run_1/met1.png
Supply wires on this layer in gray.
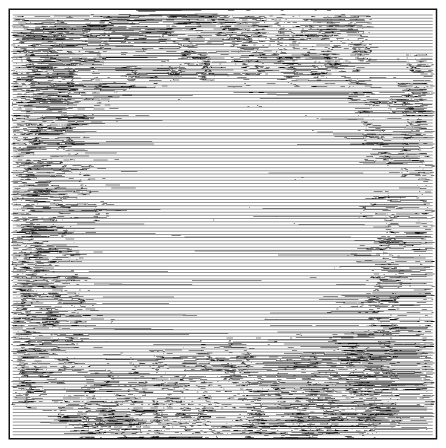
run_1/met2.png
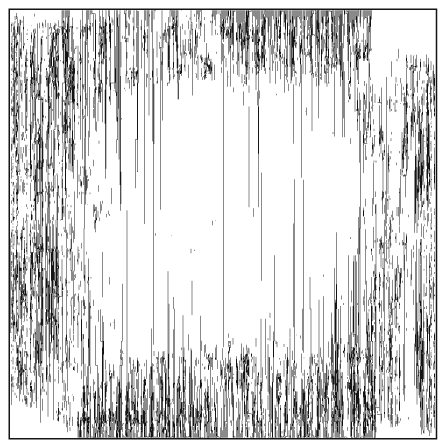
run_1/met3.png
The bar under the picture is 100 um long. Cells faint in the background.
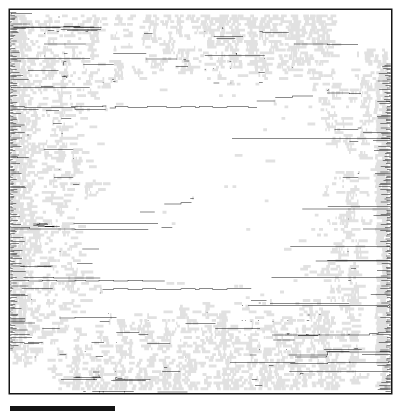
<file path="config.mk">
export PLATFORM = sky130hd
export DESIGN_NAME = rva_router_n
export DESIGN_NICKNAME = d
export VERILOG_FILES = /design/src/rtl/rva_router_n_pkg.sv /design/src/rtl/rva_router_n_skid.sv /design/src/rtl/rva_router_n.sv
export SDC_FILE = /design/constraint.sdc
export NUM_CORES = 1
export LEC_CHECK = 0
export ABC_CLOCK_PERIOD_IN_PS = 2050
export CAP_MARGIN = 20
export CORE_AREA = 2 2 362 364
export CTS_BUF_LIST = sky130_fd_sc_hd__clkbuf_2
export CTS_CLUSTER_DIAMETER = 40
export CTS_CLUSTER_SIZE = 12
export DETAILED_ROUTE_END_ITERATION = 10
export DIE_AREA = 0 0 364 366
export PLACE_DENSITY = 0.32
export REMOVE_ABC_BUFFERS = 1
export SYNTH_ARGS = -nofsm -noshare
export SYNTH_HDL_FRONTEND = slang
export SYNTH_SLANG_ARGS = --single-unit
</file>
<file path="constraint.sdc">
create_clock -name clk -period 2.05 [get_ports clk]
set_input_delay 0.205 -clock clk [delete_from_list [all_inputs] [get_ports clk]]
set_output_delay 0.205 -clock clk [all_outputs]
set_load 0.05 [all_outputs]
</file>
<file path="src/rtl/rva_router_n_pkg.sv">
// Shared constants, default widths and start/done FSM states for rva_router_n.
package rva_router_n_pkg;

  localparam int DEF_NUM_CH  = 2;
  localparam int DEF_MSG_W   = 169;
  localparam int DEF_RSP_W   = 128;
  localparam int DEF_SEL_LSB = 20;
  localparam int DEF_SEL_MSB = 23;

  // Fill bit replicated across the response width for an out-of-range read
  localparam logic ERR_RSP_BIT = 1'b1;

  typedef enum logic [1:0] {
    ST_IDLE  = 2'd0,
    ST_BCAST = 2'd1,
    ST_RUN   = 2'd2,
    ST_DONE  = 2'd3
  } start_st_e;

endpackage

</file>
<file path="src/rtl/rva_router_n_skid.sv">
// 1-entry val/rdy buffer; pass_en gates refilling in the cycle the entry drains.
module rva_router_n_skid #(
  parameter int W = 8
)(
  input  logic         clk,
  input  logic         rst,
  input  logic [W-1:0] in_msg,
  input  logic         in_val,
  output logic         in_rdy,
  output logic [W-1:0] out_msg,
  output logic         out_val,
  input  logic         out_rdy,
  input  logic         pass_en
);

  logic         vld;
  logic [W-1:0] dat;

  assign in_rdy  = ~vld | (out_rdy & pass_en);
  assign out_msg = dat;
  assign out_val = vld;

  always_ff @(posedge clk) begin
    if (!rst) begin
      vld <= 1'b0;
      dat <= '0;
    end else if (in_val && in_rdy) begin
      vld <= 1'b1;
      dat <= in_msg;
    end else if (vld && out_rdy) begin
      vld <= 1'b0;
    end
  end

endmodule

</file>
<file path="src/rtl/rva_router_n.sv">
// RVA request/response router to NUM_CH channels plus start broadcast / done gather.
// Optional RVA_ERR_RSP_EN: out-of-range reads return an all-ones response.
module rva_router_n
  import rva_router_n_pkg::*;
#(
  parameter int NUM_CH  = DEF_NUM_CH,
  parameter int MSG_W   = DEF_MSG_W,
  parameter int RSP_W   = DEF_RSP_W,
  parameter int SEL_LSB = DEF_SEL_LSB,
  parameter int SEL_MSB = DEF_SEL_MSB
)(
  input  logic                          clk,
  input  logic                          rst,
  input  logic [MSG_W-1:0]              rva_in_msg,
  input  logic                          rva_in_val,
  output logic                          rva_in_rdy,
  output logic [RSP_W-1:0]              rva_out_msg,
  output logic                          rva_out_val,
  input  logic                          rva_out_rdy,
  output logic [NUM_CH-1:0][MSG_W-1:0]  ch_rva_in_msg,
  output logic [NUM_CH-1:0]             ch_rva_in_val,
  input  logic [NUM_CH-1:0]             ch_rva_in_rdy,
  input  logic [NUM_CH-1:0][RSP_W-1:0]  ch_rva_out_msg,
  input  logic [NUM_CH-1:0]             ch_rva_out_val,
  output logic [NUM_CH-1:0]             ch_rva_out_rdy,
  input  logic                          start_msg,
  input  logic                          start_val,
  output logic                          start_rdy,
  output logic                          ch_start_msg,
  output logic [NUM_CH-1:0]             ch_start_val,
  input  logic [NUM_CH-1:0]             ch_start_rdy,
  input  logic [NUM_CH-1:0]             ch_done_val,
  output logic [NUM_CH-1:0]             ch_done_rdy,
  output logic                          done_msg,
  output logic                          done_val,
  input  logic                          done_rdy
);

  localparam int SEL_W = SEL_MSB - SEL_LSB + 1;

  // ---------------- request path ----------------
  logic [MSG_W-1:0]  req_msg;
  logic              req_vld;
  logic              req_drain;
  logic [SEL_W-1:0]  sel;
  logic [NUM_CH-1:0] sel_oh;
  logic              in_range;
  logic              is_rd;
  logic              issue_ok;
  logic              oor_drain;
  logic              err_push;
  logic              rd_issue;
  logic              os_vld;
  logic [NUM_CH-1:0] os_mask;

  rva_router_n_skid #(.W(MSG_W)) u_req_skid (
    .clk     (clk),
    .rst     (rst),
    .in_msg  (rva_in_msg),
    .in_val  (rva_in_val),
    .in_rdy  (rva_in_rdy),
    .out_msg (req_msg),
    .out_val (req_vld),
    .out_rdy (req_drain),
    .pass_en (~os_vld)
  );

  assign sel   = req_msg[SEL_MSB:SEL_LSB];
  assign is_rd = ~req_msg[MSG_W-1];

  for (genvar i = 0; i < NUM_CH; i++) begin : g_sel
    assign sel_oh[i]        = (int'(sel) == i);
    assign ch_rva_in_msg[i] = req_msg;
  end

  assign in_range      = |sel_oh;
  assign issue_ok      = ~is_rd | ~os_vld;
  assign ch_rva_in_val = sel_oh & {NUM_CH{req_vld & issue_ok}};

`ifdef RVA_ERR_RSP_EN
  // An out-of-range read takes the outstanding slot like a real read so its
  // error response cannot collide with a channel response.
  assign oor_drain = issue_ok;
  assign err_push  = req_vld & ~in_range & is_rd & ~os_vld;
`else
  assign oor_drain = 1'b1;
  assign err_push  = 1'b0;
`endif

  assign req_drain = in_range ? (issue_ok & |(sel_oh & ch_rva_in_rdy)) : oor_drain;
  assign rd_issue  = req_vld & is_rd & (|(ch_rva_in_val & ch_rva_in_rdy) | err_push);

  // ---------------- response path ----------------
  logic [RSP_W-1:0] rsp_in_msg;
  logic             rsp_in_val;
  logic             rsp_in_rdy;

  // No refill while draining, so the owner can never land a second response.
  rva_router_n_skid #(.W(RSP_W)) u_rsp_skid (
    .clk     (clk),
    .rst     (rst),
    .in_msg  (rsp_in_msg),
    .in_val  (rsp_in_val),
    .in_rdy  (rsp_in_rdy),
    .out_msg (rva_out_msg),
    .out_val (rva_out_val),
    .out_rdy (rva_out_rdy),
    .pass_en (1'b0)
  );

  assign ch_rva_out_rdy = os_mask & {NUM_CH{rsp_in_rdy}};
  assign rsp_in_val     = |(ch_rva_out_val & ch_rva_out_rdy) | err_push;

  always_comb begin
    rsp_in_msg = err_push ? {RSP_W{ERR_RSP_BIT}} : '0;
    for (int i = 0; i < NUM_CH; i++)
      if (os_mask[i]) rsp_in_msg = rsp_in_msg | ch_rva_out_msg[i];
  end

  always_ff @(posedge clk) begin
    if (!rst) begin
      os_vld  <= 1'b0;
      os_mask <= '0;
    end else if (rd_issue) begin
      os_vld  <= 1'b1;
      os_mask <= sel_oh;
    end else if (rva_out_val && rva_out_rdy) begin
      os_vld  <= 1'b0;
      os_mask <= '0;
    end
  end

  // ---------------- start / done FSM ----------------
  start_st_e         st;
  logic              start_lat;
  logic [NUM_CH-1:0] pend;
  logic [NUM_CH-1:0] done_mask;
  logic [NUM_CH-1:0] pend_n;
  logic [NUM_CH-1:0] done_n;

  assign pend_n       = pend & ~ch_start_rdy;
  assign done_n       = done_mask | (ch_done_val & ch_done_rdy);
  assign ch_start_val = pend;
  assign ch_start_msg = start_lat;

  always_ff @(posedge clk) begin
    if (!rst) begin
      st          <= ST_IDLE;
      start_lat   <= 1'b0;
      pend        <= '0;
      done_mask   <= '0;
      start_rdy   <= 1'b1;
      ch_done_rdy <= '0;
      done_val    <= 1'b0;
      done_msg    <= 1'b0;
    end else begin
      case (st)
        ST_IDLE: if (start_val) begin
          st        <= ST_BCAST;
          start_lat <= start_msg;
          pend      <= '1;
          start_rdy <= 1'b0;
        end
        ST_BCAST: begin
          pend <= pend_n;
          if (pend_n == '0) begin
            st          <= ST_RUN;
            ch_done_rdy <= '1;
          end
        end
        ST_RUN: begin
          done_mask   <= done_n;
          ch_done_rdy <= ~done_n;
          if (&done_n) begin
            st       <= ST_DONE;
            done_val <= 1'b1;
            done_msg <= 1'b1;
          end
        end
        ST_DONE: if (done_rdy) begin
          st        <= ST_IDLE;
          done_val  <= 1'b0;
          done_msg  <= 1'b0;
          done_mask <= '0;
          start_lat <= 1'b0;
          start_rdy <= 1'b1;
        end
        default: st <= ST_IDLE;
      endcase
    end
  end

endmodule

</file>
==> notes.org, run 1 <==
* Implementation run

** Logic synthesis
- For this run, the leading register cell type out of synthesis is sky130_fd_sc_hd__dfxtp_1.
- Yosys simple share :: 0.215
- Per the Yosys statistics, synthesis produced ~1600 cells.
- Cell count after synthesis :: 1596
- Commonest cells in the synthesized netlist :: sky130_fd_sc_hd__nand2_1, sky130_fd_sc_hd__dfxtp_1, sky130_fd_sc_hd__buf_4, sky130_fd_sc_hd__nor3b_1, sky130_fd_sc_hd__nor2_1
- Grouping non-sequential cells by family puts the most area in simple AND/OR/NAND/NOR gates.
- Per the synthesis report, the dominant area consumer among library cells is sky130_fd_sc_hd__dfxtp_1.
- Per the synthesis report, the XOR/XNOR share of the synthesized area is 0.

** Place
- Count of port buffers added during placement :: 919

** Finish
- Sequential cells :: approximately 310
- In the final layout, excluding clock buffers the buffer count is 1712.
- Non-clock inverters in the final layout number 6.
- At the end of the flow, the number of nets in the layout was 3536.
- # clk buffers :: between 90 and 100
- Leading cell type in the layout, fill and taps excluded :: sky130_fd_sc_hd__dlygate4sd3_1
- The fraction of cell area in multi-input combinational cells is reported as 0.168.

** STA
- Tightest hold margin :: approximately 0.26 ns
- Setup tns final :: -5.21 ns
- The final timing report gives a worst setup slack of -0.785 ns.
- Per the final report, max-transition violations number 0.
- Worst slew margin relative to its limit :: 0.654
- Final Setup Violations :: 97

** Outcome
- Violated checks :: negative setup slack
- Run status :: finished, violations left

** Clock tree
- The H-tree was split into 3 levels.
- Clock slew at the register clock pins of the worst setup and hold paths :: 0.12 ns

** Global route
- The initial antenna violation count was 17.
- Vias in the first global route :: between 15000 and 20000

** Die
- Number of top-level pins :: 920
- Floorplan core area :: 129000 um2

** Detailed routing
- Ratio of routed vias to standard cells :: 3.61
- DRT antenna net count :: 0
- Once iteration 0 of detailed routing completed, the report listed 567 DRC markers.

** Setup path
- The timing report shows the most common cell along the critical path to be sky130_fd_sc_hd__buf_6.
- The longest incremental delay of any stage on the critical path is reported as 0.54 ns.
- Crit-path cells :: or4b_4, buf_6, nor3b_4, buf_6, buf_12
- Cell at the slowest stage of the critical path :: sky130_fd_sc_hd__or4b_4
- Maximum fanout count along the critical path :: 3
- On the critical path the data arrives at 2.63 ns.

** Flow run
- Across all stage logs, warnings added up to 32.

** Pwr
- Areal power density over the cells :: about 570 nW/um2
About met1.png:
longest straight run: 181 um
wire length on this layer: 39.8 mm
main direction: horizontal
met1 capacity usage during global routing: 0.161
Total Wirelength: 102000 um

About met2.png:
nets with wire on the layer: 3112
longest straight run: 259 um
main direction: vertical
share of all routed wire: 53%
wire length on this layer: 53.5 mm

About met3.png:
nets with wire on the layer: 537
main direction: horizontal
wire length on this layer: 6460 um
share of all routed wire: 6.4%

==> run 1: per-stage QoR <==
stage / setup slack (ns) / instances
2_1_floorplan: -5.11 / 1295
3_3_place_gp: -0.0326 / 4081
3_5_place_dp: -0.0370 / 4081
4_1_cts: -1.09 / 4854
5_1_grt: -1.11 / 4908
6_report: -0.785 / 4909
==> run 1: path summary, 6_finish.rpt <==
check | startpoint | slack, ns | to | depth (start not counted)
worst max register to register | u_req_skid.out_msg[22] | -0.10 | u_req_skid.out_msg[3] | 10
worst max-delay path | u_req_skid.out_msg[22] | -0.78 | ch_rva_in_val[0] | 5
worst min register to register | u_req_skid.out_msg[18] | 0.50 | u_req_skid.out_msg[18] | 2
worst min-delay path | ch_rva_in_rdy[1] | 0.26 | os_mask[0] | 5
==> run 1: report_power, final <==
group	switching [W]	internal, W	total, W
Clock	0.00325	0.00320	0.00645
Sequential	0.000603	0.00639	0.00699
Combinational	0.00385	0.00407	0.00792
Total	0.00770	0.0137	0.0214
==> run 1: worst max-delay path: cells and delay by family, from the launching register on <==
kind                   cells  cell delay, ns
buffers and inverters      3            0.40
flip-flops                 1            0.34
AND/OR/NAND/NOR            2            0.75
==> run 1: per-layer routing <==
| metal | wire, um | GRT usage | part of all wire | vias up |
|---|---|---|---|---|
| li1 | - | - | - | 8419 |
| met1 | 39800 | 0.161 | 0.39 | 8458 |
| met2 | 53500 | 0.268 | 0.53 | 703 |
| met3 | 6460 | 0.0364 | 0.063 | 141 |
| met4 | 2030 | 0.0319 | 0.020 | 6 |
| met5 | 34 | 0 | 0.00033 | - |
==> run 1 -> run 2 <==
--- a/config.mk
+++ b/config.mk
@@ -13,6 +13,8 @@
 export CTS_CLUSTER_SIZE = 12
 export DETAILED_ROUTE_END_ITERATION = 10
 export DIE_AREA = 0 0 364 366
+export HOLD_SLACK_MARGIN = 0.06
+export MAX_ROUTING_LAYER = met4
 export PLACE_DENSITY = 0.32
 export REMOVE_ABC_BUFFERS = 1
 export SYNTH_ARGS = -nofsm -noshare
==> notes.org, run 2 <==
* Implementation run

** Global route
- The initial antenna violation count came to 17.
- Vias in the first global route :: ~19000

** Setup path
- Among all stages on the critical path, the maximum delay recorded is 0.54 ns.
- Cell at the slowest stage of the critical path :: sky130_fd_sc_hd__or4b_4
- Crit-path cells :: or4b_4, buf_6, nor3b_4, buf_6, buf_12
- Looking at the critical path, the highest net fanout was 3.
- Dominant delay contributor by cell family on the critical path :: simple AND/OR/NAND/NOR gates
- The arrival time of data at the worst endpoint is listed as 2.63 ns.
- Together, buffers and inverters on the worst path number 3.
- The cell that appears most often on the critical path is sky130_fd_sc_hd__buf_6.

** Logic synthesis
- sky130_fd_sc_hd__dfxtp_1 takes more of the synthesized area than any other cell.
- Synthesis handed over a netlist of about 1600 instances.
- The commonest register cell is sky130_fd_sc_hd__dfxtp_1.
- Leading cell type by number of instances after synthesis :: sky130_fd_sc_hd__nand2_1
- For reference, the top cells by count after synthesis are sky130_fd_sc_hd__nand2_1, sky130_fd_sc_hd__dfxtp_1, sky130_fd_sc_hd__buf_4, sky130_fd_sc_hd__nor3b_1, sky130_fd_sc_hd__nor2_1.
- The synthesized netlist was found by Yosys to have 1596 cells.

** Die
- The floorplan has 132 rows.
- Floorplan core area :: approximately 130000 um2

** Outcome
- Run status :: finished, violations left
- Violated checks :: negative setup slack

** Place
- Count of port buffers added during placement :: 919
- The detailed placer reported the number of placed instances as 4081.
- OpenSTA, run right after detailed placement, puts the worst setup slack at -0.0370 ns.

** Finish
- Share of layout cells above drive strength 1 :: 0.383
- Summing all non-filler instances in the final layout gives an area of ~37000 um2.
- The finished design was reported to have a net count of 3565.
- Leading cell type in the layout, fill and taps excluded :: sky130_fd_sc_hd__dlygate4sd3_1
- Once layout is complete, the cells apart from fillers number about 4900.

** STA
- The max-slew check reports its worst relative slack as 0.651.
- Per the finish-stage timing summary, setup violations number 63.
- The critical path in the final layout is reported with a setup slack of -0.784 ns.
- Slew Viols, Final :: 0
- Tightest hold margin :: 0.253 ns
- In the final timing run, aggregate negative setup slack is -3.58 ns.

** Flow run
- Across all stage logs, warnings added up to 31.

** Detailed routing
- Once iteration 0 of detailed routing completed, the report listed 635 DRC markers.
- Metal3 WL :: between 6000 and 7000 um
- Nets still carrying antenna violations after routing amount to 0.
- After detailed routing, no signal wire sits above met4.
- After detailed routing, the number of vias per cell comes to 3.60.
- The routed design uses 53200 um of met2 wire.
- Wire length the detailed router placed on met1 :: approximately 40000 um

** Clock tree
- Total number of H-tree levels :: 3
- Per the skew report, the later register of the worst-skew pair sees a clock latency of 1.13 ns.
- In this run the clock root is driven by a sky130_fd_sc_hd__clkbuf_2.
- Clock slew at the register clock pins of the worst setup and hold paths :: between 0.1 and 0.15 ns

** Pwr
- Power spread over the standard cell area amounts to 570 nW/um2.
-- run 2: cell counts after synthesis --
No cell type changed its count.
-- run 2: cell type report --
type	count	area (um2)
Inverter	6	22.5
Timing Repair Buffer	1741	20800
Fill cell	13370	91600
Clock buffer	96	480
Clock inverter	59	652
Antenna cell	10	25.0
Tap cell	1742	2180
Sequential cell	313	7180
Multi-Input combinational cell	976	6110
-- run 2: power by group --
part | switching [W] | internal [W] | total, W
sequential | 0.000604 | 0.00639 | 0.00699
combinational | 0.00383 | 0.00407 | 0.00790
clock | 0.00325 | 0.00320 | 0.00645
total | 0.00768 | 0.0137 | 0.0213
-- run 2: kinds of logic after synthesis --
logic type	after synthesis	synth area share
simple gates	637	0.215
flops	313	0.455
compound gates	332	0.190
buf+inv	307	0.134
fa+ha+maj	4	0.00364
mux	3	0.00227
-- run 2: layer usage --
metal / vias up / track usage
met5: - / -
met4: 0 / 0.0298
met3: 128 / 0.0345
met2: 693 / 0.270
met1: 8514 / 0.162
li1: 8477 / -
-- run 2: path summary, 6_finish.rpt --
path / startpoint / end / slack (ns) / cells past startpoint
max: u_req_skid.out_msg[22] / ch_rva_in_val[0] / -0.78 / 5
min: ch_rva_in_rdy[1] / os_mask[0] / 0.25 / 5
max reg2reg: u_req_skid.out_msg[22] / u_req_skid.out_msg[97] / -0.06 / 9
min reg2reg: u_req_skid.out_msg[18] / u_req_skid.out_msg[18] / 0.50 / 2
-- run 2: what timing repair did --
| action | CTS | global route |
|---|---|---|
| endpoints found under the setup margin | 489 | 718 |
| gates resized | 3708 | 203 |
| gates cloned | 9 | 15 |
| buffers inserted | 43 | 38 |
| pin swaps | 4 | 51 |
| endpoints found under the hold margin | 313 | 1 |
| hold buffers | 596 | 1 |
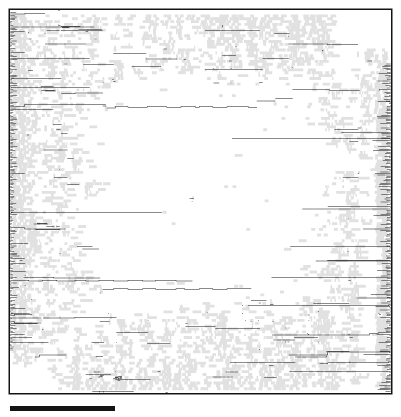
run_2/met3.png
The bar under the picture is 100 um long. Cells faint in the background.
M3 GR Usage: 0.0345
Total Wirelength: 101000 um
overall via count from detail_route: 17812

==> run 2 -> run 3 <==
--- a/config.mk
+++ b/config.mk
@@ -5,14 +5,14 @@
 export SDC_FILE = /design/constraint.sdc
 export NUM_CORES = 1
 export LEC_CHECK = 0
-export ABC_CLOCK_PERIOD_IN_PS = 2050
+export ABC_CLOCK_PERIOD_IN_PS = 3400
 export CAP_MARGIN = 20
-export CORE_AREA = 2 2 362 364
+export CORE_AREA = 2 2 359 361
 export CTS_BUF_LIST = sky130_fd_sc_hd__clkbuf_2
 export CTS_CLUSTER_DIAMETER = 40
 export CTS_CLUSTER_SIZE = 12
 export DETAILED_ROUTE_END_ITERATION = 10
-export DIE_AREA = 0 0 364 366
+export DIE_AREA = 0 0 361 363
 export HOLD_SLACK_MARGIN = 0.06
 export MAX_ROUTING_LAYER = met4
 export PLACE_DENSITY = 0.32
==> constraint.sdc (replaced) <==
create_clock -name clk -period 3.4 [get_ports clk]
set_input_delay 0.34 -clock clk [delete_from_list [all_inputs] [get_ports clk]]
set_output_delay 0.34 -clock clk [all_outputs]
set_load 0.05 [all_outputs]
==> notes.org, run 3 <==
* Implementation run

** STA
- Adding up every negative setup slack in the final design gives 0 ns.
- Final Setup Violations :: 0
- On the final layout, the worst hold slack is ~0.33 ns.

** Setup path
- CP most frequent cell :: sky130_fd_sc_hd__dlygate4sd3_1
- The timing report gives the biggest stage delay along the critical path as 0.57 ns.
- STA puts the critical path data arrival time at 4.32 ns.
- Worst Reg-to-Reg Cells :: 7
- Crit path to :: u_req_skid.out_msg[83]
- Reg-to-reg critical path startpoint :: os_vld
- Per the post-run analysis, buffers plus inverters along the critical path come to 3.
- Looking at the critical path, the highest net fanout was 35.
- For reference, the critical path is launched at os_vld.

** Finish
- The repair_antennas step left the layout with diodes totalling 17.
- Largest contributor to cell area by class :: non-clock buffers
- In the final layout, the multi-input gates occupy 5690 um2.
- The count of cells in the finished layout, fillers not included, comes to 4833.
- Flop share of the area :: 0.194
- Share of layout cells above drive strength 1 :: 0.0587
- For the completed layout, the total cell area is recorded as 32300 um2.
- Leading cell type in the layout, fill and taps excluded :: sky130_fd_sc_hd__clkdlybuf4s50_1
- Counting plain and timing-repair buffers in the layout gives between 1500 and 2000.
- Per the final report, the share of cell area in non-clock buffers is 0.531.
- The non-clock inverters instantiated in the layout total 6.
- Sequential cells placed in the final layout were counted as 313.

** Logic synthesis
- Leading cell type by number of instances after synthesis :: sky130_fd_sc_hd__nand2_1
- Synth area leader :: sky130_fd_sc_hd__dfxtp_1

** Pwr
- Switching power share of the total :: 0.370
- The clock network power reported by the tool is 0.00369 W.
- Of the total power, combinational logic draws 0.341.
- The share of total power dissipated in the clock network is 0.311.
- Seq group :: 0.00413 W
- Cell internal power was estimated by the tool at 0.00747 W.

** Clock tree
- Total number of H-tree levels :: 3

** Place
- OpenSTA, run right after detailed placement, puts the worst setup slack at 0.648 ns.
- Count of port buffers added during placement :: approximately 900

** Outcome
- Run status :: completed

** Global route
- Routing usage on met2 :: 0.246
- met1 track demand over resource after global routing is 0.148.
- Global route summary, busiest routing layer listed as met2.

** Detailed routing
- Per the log, the first TritonRoute iteration ended with a DRC count of roughly 640.
- The highest metal layer carrying signal wires in the routed design is met4.
- Wire length the detailed router placed on met1 :: 35600 um
- Ratio of routed vias to standard cells :: 3.64

** Die
- 920 I/O pins were placed.
## run 3: netlist changes by cell type in the layout (fill, tap and decap cells not counted), moves of 15 or more
cell | before | now
sky130_fd_sc_hd__clkdlybuf4s50_1 | 438 | 901
sky130_fd_sc_hd__buf_8 | 398 | 1
sky130_fd_sc_hd__dfxtp_1 | 6 | 310
sky130_fd_sc_hd__dfxtp_4 | 211 | 3
sky130_fd_sc_hd__dlygate4sd3_1 | 595 | 754
sky130_fd_sc_hd__buf_4 | 145 | 21
sky130_fd_sc_hd__buf_12 | 117 | 10
sky130_fd_sc_hd__dfxtp_2 | 96 | 0
sky130_fd_sc_hd__a21boi_0 | 19 | 63
sky130_fd_sc_hd__a221oi_1 | 88 | 128
sky130_fd_sc_hd__a21boi_1 | 148 | 110
sky130_fd_sc_hd__a221oi_2 | 35 | 0
sky130_fd_sc_hd__buf_6 | 17 | 1
sky130_fd_sc_hd__clkbuf_16 | 15 | 0
## run 3: how the worst min path moves through the flow
stage,to,slack [ns],cells past startpoint
after floorplan,start_rdy,0.42,1
after global placement,u_req_skid.out_msg[149],0.46,2
after detailed placement,u_req_skid.out_msg[130],0.47,2
after CTS,u_req_skid.out_msg[126],0.06,4
after global routing,u_req_skid.out_msg[126],0.16,4
final,u_req_skid.out_msg[141],0.33,4
## run 3: logic make-up after synthesis
logic type / Yosys count / synth area share
AOI/OAI and AO/OA: 332 / 0.190
adders and majority gates: 4 / 0.00364
buffers and inverters: 307 / 0.134
DFF: 313 / 0.455
muxes: 3 / 0.00227
and+or+nand+nor: 637 / 0.215
## run 3: what timing repair did
action / 4_1_cts / 5_1_grt
setup buffers: 0 / 0
endpoints found under the setup margin: 19 / 7
hold buffers: 755 / 0
endpoints found under the hold margin: 313 / 0
gates resized: 41 / 2
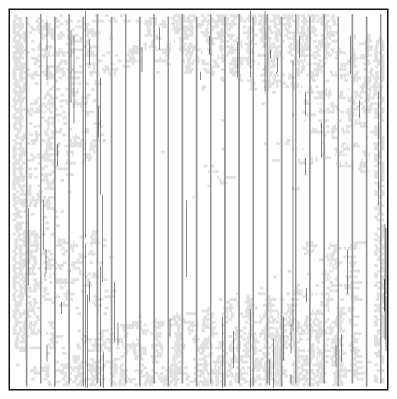
run_3/met4.png
Supply wires on this layer in gray. Cells faint in the background.
main direction: vertical
longest straight run: 260 um
nets with wire on the layer: 34
overall via count from detail_route: 17577
Total Wirelength: 92800 um

Power figures rest on the tool's default switching activity, not on a simulated workload.
